`config.mk`:
```
export PLATFORM = sky130hd
export DESIGN_NAME = mem_arb2_flat
export DESIGN_NICKNAME = d
export VERILOG_FILES = /design/src/rtl/mem_arb2_if.sv /design/src/rtl/mem_arb2.sv /design/src/flat_wrapper.sv
export SDC_FILE = /design/constraint.sdc
export NUM_CORES = 1
export LEC_CHECK = 0
export ABC_AREA = 1
export CAP_MARGIN = 10
export CORE_AREA = 4 4 135 137
export DETAILED_ROUTE_END_ITERATION = 6
export DIE_AREA = 0 0 139 141
export PLACE_DENSITY = 0.51
export SYNTH_ARGS = -nofsm -noshare
export SYNTH_HDL_FRONTEND = slang
export SYNTH_SLANG_ARGS = --single-unit
```
`constraint.sdc`:
```
create_clock -name clk -period 4.2 [get_ports clk]
set_input_delay 0.84 -clock clk [delete_from_list [all_inputs] [get_ports clk]]
set_output_delay 0.84 -clock clk [all_outputs]
set_load 0.01 [all_outputs]
```
`src/rtl/mem_arb2_if.sv`:
```
// Request/response handshake bundle shared by the two clients and the server port.
// "master" drives requests and accepts responses; "slave" is the opposite side.
interface mem_arb2_if #(
  parameter int p_opaq_bits = 8
);
  logic                   req_val;
  logic                   req_rdy;
  logic                   req_op;
  logic [31:0]            req_addr;
  logic [31:0]            req_wdata;
  logic [p_opaq_bits-1:0] req_opaq;
  logic                   resp_val;
  logic                   resp_rdy;
  logic [31:0]            resp_data;
  logic [p_opaq_bits-1:0] resp_opaq;

  modport master (
    output req_val, req_op, req_addr, req_wdata, req_opaq, resp_rdy,
    input  req_rdy, resp_val, resp_data, resp_opaq
  );

  modport slave (
    input  req_val, req_op, req_addr, req_wdata, req_opaq, resp_rdy,
    output req_rdy, resp_val, resp_data, resp_opaq
  );
endinterface

```
`src/rtl/mem_arb2.sv`:
```
// Two-client round-robin memory arbiter; a source-id FIFO routes the in-order
// server responses back to the client that issued each request.
module mem_arb2 #(
  parameter int p_opaq_bits     = 8,
  parameter int p_max_in_flight = 4
) (
  input  logic      clk,
  input  logic      rst,
  mem_arb2_if.slave  c0,
  mem_arb2_if.slave  c1,
  mem_arb2_if.master m
);
  localparam int p_ptr_bits = $clog2(p_max_in_flight);
  localparam int p_cnt_bits = $clog2(p_max_in_flight + 1);
  localparam logic [p_cnt_bits-1:0] c_full_count = p_cnt_bits'(p_max_in_flight);

  logic                   last_gnt;
  logic                   gnt0;
  logic                   gnt1;
  logic                   full;
  logic                   empty;
  logic                   req_fire;
  logic                   resp_fire;
  logic                   head;
  logic [p_opaq_bits-1:0] gnt_opaq;

  logic                   id_mem [p_max_in_flight];
  logic [p_ptr_bits-1:0]  wr_ptr;
  logic [p_ptr_bits-1:0]  rd_ptr;
  logic [p_cnt_bits-1:0]  count;
  logic [p_cnt_bits-1:0]  count_nxt;

  // Round robin: on contention the client that did not win last time goes.
  assign gnt0 = c0.req_val & (~c1.req_val | last_gnt);
  assign gnt1 = c1.req_val & (~c0.req_val | ~last_gnt);

  assign full  = (count == c_full_count);
  assign empty = (count == '0);
  assign head  = id_mem[rd_ptr];

  // Request path: grant mux is purely combinational, no added latency.
  assign gnt_opaq    = gnt1 ? c1.req_opaq : c0.req_opaq;
  assign m.req_val   = ~rst & (c0.req_val | c1.req_val) & ~full;
  assign m.req_op    = gnt1 ? c1.req_op    : c0.req_op;
  assign m.req_addr  = gnt1 ? c1.req_addr  : c0.req_addr;
  assign m.req_wdata = gnt1 ? c1.req_wdata : c0.req_wdata;
  assign m.req_opaq  = gnt_opaq;
  assign c0.req_rdy  = ~rst & gnt0 & m.req_rdy & ~full;
  assign c1.req_rdy  = ~rst & gnt1 & m.req_rdy & ~full;
  assign req_fire    = m.req_val & m.req_rdy;

  // Response path: a response arriving with nothing in flight is never accepted.
  assign c0.resp_val  = ~rst & m.resp_val & ~empty & ~head;
  assign c1.resp_val  = ~rst & m.resp_val & ~empty &  head;
  assign c0.resp_data = m.resp_data;
  assign c1.resp_data = m.resp_data;
  assign c0.resp_opaq = m.resp_opaq;
  assign c1.resp_opaq = m.resp_opaq;
  assign m.resp_rdy   = ~rst & ~empty & (head ? c1.resp_rdy : c0.resp_rdy);
  assign resp_fire    = m.resp_val & m.resp_rdy;

  // NOTE: every variable assigned in always_comb gets a default first so no latch is inferred.
  always_comb begin
    count_nxt = count;
    case ({req_fire, resp_fire})
      2'b10:   count_nxt = count + p_cnt_bits'(1);
      2'b01:   count_nxt = count - p_cnt_bits'(1);
      default: count_nxt = count;
    endcase
  end

  // NOTE: sequential state uses non-blocking assignments so every flop samples pre-edge values.
  always_ff @(posedge clk or posedge rst) begin
    if (rst) begin
      last_gnt <= 1'b1;
      wr_ptr   <= '0;
      rd_ptr   <= '0;
      count    <= '0;
    end else begin
      if (req_fire) begin
        last_gnt <= gnt1;
        wr_ptr   <= wr_ptr + p_ptr_bits'(1);
      end
      if (resp_fire) begin
        rd_ptr <= rd_ptr + p_ptr_bits'(1);
      end
      count <= count_nxt;
    end
  end

  // NOTE: the id storage is not reset; entries are only read while count says they are valid.
  always_ff @(posedge clk) begin
    if (req_fire) begin
      id_mem[wr_ptr] <= gnt1;
    end
  end
endmodule

```
`src/flat_wrapper.sv`:
```
// flat-port wrapper written by rule: the top's interface ports become plain ports
module mem_arb2_flat 
#(
  parameter int p_opaq_bits     = 8,
  parameter int p_max_in_flight = 4
)
  (clk, rst, c0_req_val, c0_req_op, c0_req_addr, c0_req_wdata, c0_req_opaq, c0_resp_rdy, c0_req_rdy, c0_resp_val, c0_resp_data, c0_resp_opaq, c1_req_val, c1_req_op, c1_req_addr, c1_req_wdata, c1_req_opaq, c1_resp_rdy, c1_req_rdy, c1_resp_val, c1_resp_data, c1_resp_opaq, m_req_val, m_req_op, m_req_addr, m_req_wdata, m_req_opaq, m_resp_rdy, m_req_rdy, m_resp_val, m_resp_data, m_resp_opaq);
  mem_arb2_if #(.p_opaq_bits(p_opaq_bits)) c0_i ();
  mem_arb2_if #(.p_opaq_bits(p_opaq_bits)) c1_i ();
  mem_arb2_if #(.p_opaq_bits(p_opaq_bits)) m_i ();
  input  logic clk;
  input  logic rst;
  input wire logic [$bits(c0_i.req_val)-1:0] c0_req_val;
  input wire logic [$bits(c0_i.req_op)-1:0] c0_req_op;
  input wire logic [$bits(c0_i.req_addr)-1:0] c0_req_addr;
  input wire logic [$bits(c0_i.req_wdata)-1:0] c0_req_wdata;
  input wire logic [$bits(c0_i.req_opaq)-1:0] c0_req_opaq;
  input wire logic [$bits(c0_i.resp_rdy)-1:0] c0_resp_rdy;
  output wire logic [$bits(c0_i.req_rdy)-1:0] c0_req_rdy;
  output wire logic [$bits(c0_i.resp_val)-1:0] c0_resp_val;
  output wire logic [$bits(c0_i.resp_data)-1:0] c0_resp_data;
  output wire logic [$bits(c0_i.resp_opaq)-1:0] c0_resp_opaq;
  input wire logic [$bits(c1_i.req_val)-1:0] c1_req_val;
  input wire logic [$bits(c1_i.req_op)-1:0] c1_req_op;
  input wire logic [$bits(c1_i.req_addr)-1:0] c1_req_addr;
  input wire logic [$bits(c1_i.req_wdata)-1:0] c1_req_wdata;
  input wire logic [$bits(c1_i.req_opaq)-1:0] c1_req_opaq;
  input wire logic [$bits(c1_i.resp_rdy)-1:0] c1_resp_rdy;
  output wire logic [$bits(c1_i.req_rdy)-1:0] c1_req_rdy;
  output wire logic [$bits(c1_i.resp_val)-1:0] c1_resp_val;
  output wire logic [$bits(c1_i.resp_data)-1:0] c1_resp_data;
  output wire logic [$bits(c1_i.resp_opaq)-1:0] c1_resp_opaq;
  output wire logic [$bits(m_i.req_val)-1:0] m_req_val;
  output wire logic [$bits(m_i.req_op)-1:0] m_req_op;
  output wire logic [$bits(m_i.req_addr)-1:0] m_req_addr;
  output wire logic [$bits(m_i.req_wdata)-1:0] m_req_wdata;
  output wire logic [$bits(m_i.req_opaq)-1:0] m_req_opaq;
  output wire logic [$bits(m_i.resp_rdy)-1:0] m_resp_rdy;
  input wire logic [$bits(m_i.req_rdy)-1:0] m_req_rdy;
  input wire logic [$bits(m_i.resp_val)-1:0] m_resp_val;
  input wire logic [$bits(m_i.resp_data)-1:0] m_resp_data;
  input wire logic [$bits(m_i.resp_opaq)-1:0] m_resp_opaq;
  assign c0_i.req_val = c0_req_val;
  assign c0_i.req_op = c0_req_op;
  assign c0_i.req_addr = c0_req_addr;
  assign c0_i.req_wdata = c0_req_wdata;
  assign c0_i.req_opaq = c0_req_opaq;
  assign c0_i.resp_rdy = c0_resp_rdy;
  assign c0_req_rdy = c0_i.req_rdy;
  assign c0_resp_val = c0_i.resp_val;
  assign c0_resp_data = c0_i.resp_data;
  assign c0_resp_opaq = c0_i.resp_opaq;
  assign c1_i.req_val = c1_req_val;
  assign c1_i.req_op = c1_req_op;
  assign c1_i.req_addr = c1_req_addr;
  assign c1_i.req_wdata = c1_req_wdata;
  assign c1_i.req_opaq = c1_req_opaq;
  assign c1_i.resp_rdy = c1_resp_rdy;
  assign c1_req_rdy = c1_i.req_rdy;
  assign c1_resp_val = c1_i.resp_val;
  assign c1_resp_data = c1_i.resp_data;
  assign c1_resp_opaq = c1_i.resp_opaq;
  assign m_req_val = m_i.req_val;
  assign m_req_op = m_i.req_op;
  assign m_req_addr = m_i.req_addr;
  assign m_req_wdata = m_i.req_wdata;
  assign m_req_opaq = m_i.req_opaq;
  assign m_resp_rdy = m_i.resp_rdy;
  assign m_i.req_rdy = m_req_rdy;
  assign m_i.resp_val = m_resp_val;
  assign m_i.resp_data = m_resp_data;
  assign m_i.resp_opaq = m_resp_opaq;
  mem_arb2 #(.p_opaq_bits(p_opaq_bits), .p_max_in_flight(p_max_in_flight)) u_core (.clk(clk), .rst(rst), .c0(c0_i), .c1(c1_i), .m(m_i));
endmodule
```
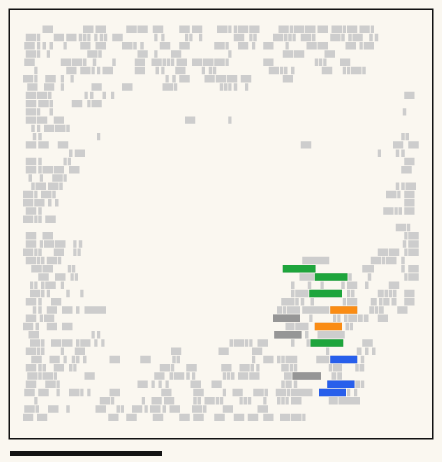
(run_1/ff_map.png)
Bar = 50 µm. Other sequential cells in the stronger gray, the rest of the logic in the fainter gray.
Key: orange = u_core.rd_ptr [flops 2]; blue = u_core.count [flops 3]; green = u_core.id_mem [flops 4]
Another 3 sequential cells are not colored.
FF+latch area: 322 µm²
fraction of area in registers: 7.42%
post-layout util: 25.4%
P_seq: 0.202 mW

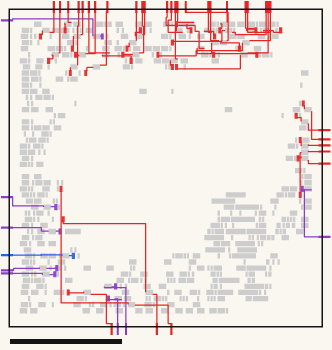
(run_1/port_trees.png)
Bar = 50 µm.
Key: red = m_req_wdata [bits 32, direction output, end cells 32, buffers 32, wire 983 µm]; purple = c0_req_opaq [bits 8, direction input, end cells 8, buffers 8, wire 202 µm]; blue = c1_req_op [bits 1, direction input, end cells 1, buffers 1, wire 24.7 µm]
PortBufs: 232
# IOs: 353

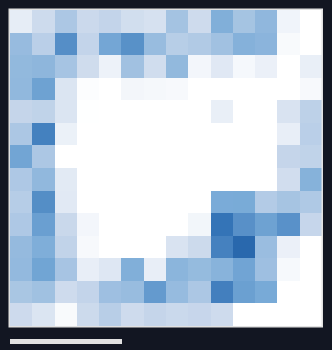
(run_1/util_map.png)
Bar = 50 µm. The die is cut into 14 by 14 equal tiles; white is low, dark blue is high, 0 to 100% covered.
The mean over all tiles is 21%. 0.50% of the tiles are over 75% full. The fullest tile reaches 78%. 34% of the tiles are nearly empty. The emptiest ninth of the die: middle.
Init Core Util: 13.6%
placeable core area: 0.0171 mm²

run 1: logic make-up after synthesis:
family / synth area share, %
simple gates: 44.9
buf+inv: 35.1
fa+ha+maj: 3.57
flops: 13.9
xor+xnor: 1.51
compound gates: 1.08
run 1: Yosys cell counts:
master      n  area, µm²
nand2_1   238        893
buf_4      87        653
inv_1      16       60.1
nor2_1      9       33.8
dfrtp_1     7        175
inv_2       6       22.5
nand3_1     6       30.0
buf_6       5       56.3
ha_1        5       62.6
buf_2       4       20.0
edfxtp_1    4        120
nand3_2     4       40.0
nand2_2     3       18.8
xor2_1      3       26.3
a21oi_1     2       10.0
nor2_4      2       22.5
o21ai_0     2       10.0
dfstp_2     1       26.3
fa_1        1       20.0
o21ai_1     1       5.00
xnor2_1     1       8.76
run 1: metal layers:
layer | vias to the layer above | global-route usage [%] | part of all wire, %
li1 | 1417 | - | -
met1 | 1094 | 9.36 | 37
met2 | 184 | 16.9 | 49
met3 | 19 | 4.44 | 13
met4 | 2 | 2.37 | 1.2
met5 | - | 0 | 0.071
run 1: final timing paths:
kind / start / end / slack, ns / cells past startpoint
min: u_core.last_gnt$_DFFE_PP1P_ / u_core.last_gnt$_DFFE_PP1P_ / 0.46 / 2
max: c0_req_val / m_req_wdata[0] / 0.57 / 7
max reg2reg: u_core.rd_ptr[0]$_DFFE_PP0P_ / u_core.count[2]$_DFFE_PP0P_ / 2.10 / 13
max in group asynchronous: rst / u_core.last_gnt$_DFFE_PP1P_ / 3.11 / 2
min reg2reg: u_core.last_gnt$_DFFE_PP1P_ / u_core.last_gnt$_DFFE_PP1P_ / 0.46 / 2
min in group asynchronous: rst / u_core.rd_ptr[1]$_DFFE_PP0P_ / 0.84 / 2
run 1: worst max-delay path, delay by kind of cell:
family        cells  cell delay [ns]
buf+inv           3             1.50
simple gates      4             0.40
==> reports/metrics.yaml, run 1 <==
outcome: "completed"
die_area_mm2: 0.0196
syn_avg_cell_area_um2: 5.69
worst_slew_pin_slew_ns: 0.507
peakVddDrop_uv: 145
ant_nets: 0
logic_area_mm2: 0.00118
critPathRequiredTime_ns: 3.36
nClkBuffers: 4
ys_cells: 407
num-nonclk-inverters: 22
fp_nets: 607
crit_chain: "clkdlybuf4s50_1, nand2_1, nand2_2, buf_4, nand2_1, nand2_1, clkdlybuf4s50_1"
cts.path.max_buffers: 2
p_sw_mw: 0.501
finalWorstSetupSlack_ns: 0.570
hold_viol: 0
comb_share_pct: 27.3
ctsRootBufferMaster: "clkbuf_16"
clock_area_share_pct: 2.05
postSynthSeqShare_pct: 13.9
worstPathArrival_ns: 2.79
finalMaxSlewViolations: 0
viasPerCell: 3.50
diodes: 0
dr.pass1.iters: 4
cp_common_cell: "nand2_1"
p_comb_share_pct: 69.3
track_usage_pct: 9.20
worst_hold_slack_ns: 0.463
ys_ff: 12
first_global_vias: 2825
dp_hpwl_um: 8560
clock_skew_ns: 0.000615
clk_latency_ns: 0.24
setup_viol: 0
pwr_density_cell_mw_per_mm2: 297
--- run 2 (diff from run 1) ---
- MAX_ROUTING_LAYER: not set -> met4
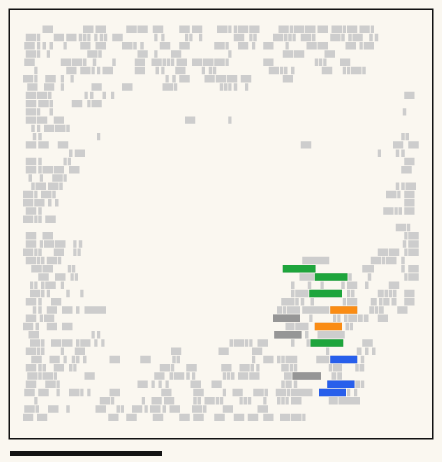
(run_2/ff_map.png)
Bar = 50 µm. Other sequential cells in the stronger gray, the rest of the logic in the fainter gray.
Key: green = u_core.id_mem [flops 4]; blue = u_core.count [flops 3]; orange = u_core.rd_ptr [flops 2]
Another 3 sequential cells are not colored.
fraction of area in registers: 7.41%
post-layout util: 25.4%

==> reports/metrics.yaml, run 2 <==
dr.pass1.iters: 4
worstPathArrival_ns: 2.79
ff2ff_path_depth: 13
logic_area_mm2: 0.00118
synth_top_cell_by_area: "nand2_1"
async_flop_share_pct: 66.7
setup_viol: 0
busiest_layer: "met2"
fp_nets: 607
first_global_vias: 2839
r2r_setup_slack_ns: 2.10
ios: 353
top_layer: "met4"
ys_ff: 12
worstSetupStartpoint: "c0_req_val"
top_area_share_pct: 38.6
common_cells: "nand2_1, buf_4, inv_1"
core_region_area_mm2: 0.0171
ff_type: "dfrtp_1"
portBuffers: 232
pwr_density_cell_mw_per_mm2: 297
ctsRootBufferMaster: "clkbuf_16"
outcome: "completed"
clk_latency_ns: 0.24
initCoreUtil_pct: 13.6
drt-met1-wl_um: 3880
holdCritStartpoint: "u_core.last_gnt$_DFFE_PP1P_"
worst_hold_slack_ns: 0.463
critPathRequiredTime_ns: 3.36
edf_count: 4
clock_skew_ns: 0.000615
viasPerCell: 3.51
peakVddDrop_uv: 145
-- run 2: critical path, cell delays in order --
cell and delay (ns):
clkdlybuf4s50_1 0.50, nand2_1 0.07, nand2_2 0.08, buf_4 0.42, nand2_1 0.10, nand2_1 0.16
clkdlybuf4s50_1 0.58
-- run 2: cell type report --
cell class,count,area share (%)
diodes,1,0.0577
clock buffers,4,2.05
inverters,22,1.90
multi-input cells,277,27.3
flip-flops and latches,12,7.41
well taps,225,6.49
repair buffers,236,54.8
-- run 2: worst min-delay path by stage --
stage	to	slack, ns	depth (start not counted)
global route	u_core.last_gnt$_DFFE_PP1P_	0.48	2
CTS	u_core.last_gnt$_DFFE_PP1P_	0.46	2
global placement	u_core.last_gnt$_DFFE_PP1P_	0.46	2
detailed placement	u_core.last_gnt$_DFFE_PP1P_	0.46	2
floorplan	u_core.last_gnt$_DFFE_PP1P_	0.44	2
finish	u_core.last_gnt$_DFFE_PP1P_	0.46	2
-- run 2: cells by family (layout without fill, tap and decap cells) --
group | Yosys count | count (layout) | synth area share [%]
other | 0 | 1 | 0
and+or+nand+nor | 262 | 262 | 44.9
adders and majority gates | 6 | 6 | 3.57
DFF | 12 | 12 | 13.9
xor gates and xnor gates | 4 | 4 | 1.51
AOI/OAI and AO/OA | 5 | 5 | 1.08
buffers and inverters | 118 | 262 | 35.1
-- run 2: power breakdown --
group / switching [mW] / total, mW / leakage [nW] / internal [mW]
Combinational: 0.417 / 0.891 / 1.84 / 0.474
Clock: 0.0495 / 0.193 / 0.0442 / 0.144
Sequential: 0.0341 / 0.202 / 0.132 / 0.168
Power and IR drop assume default switching activity.
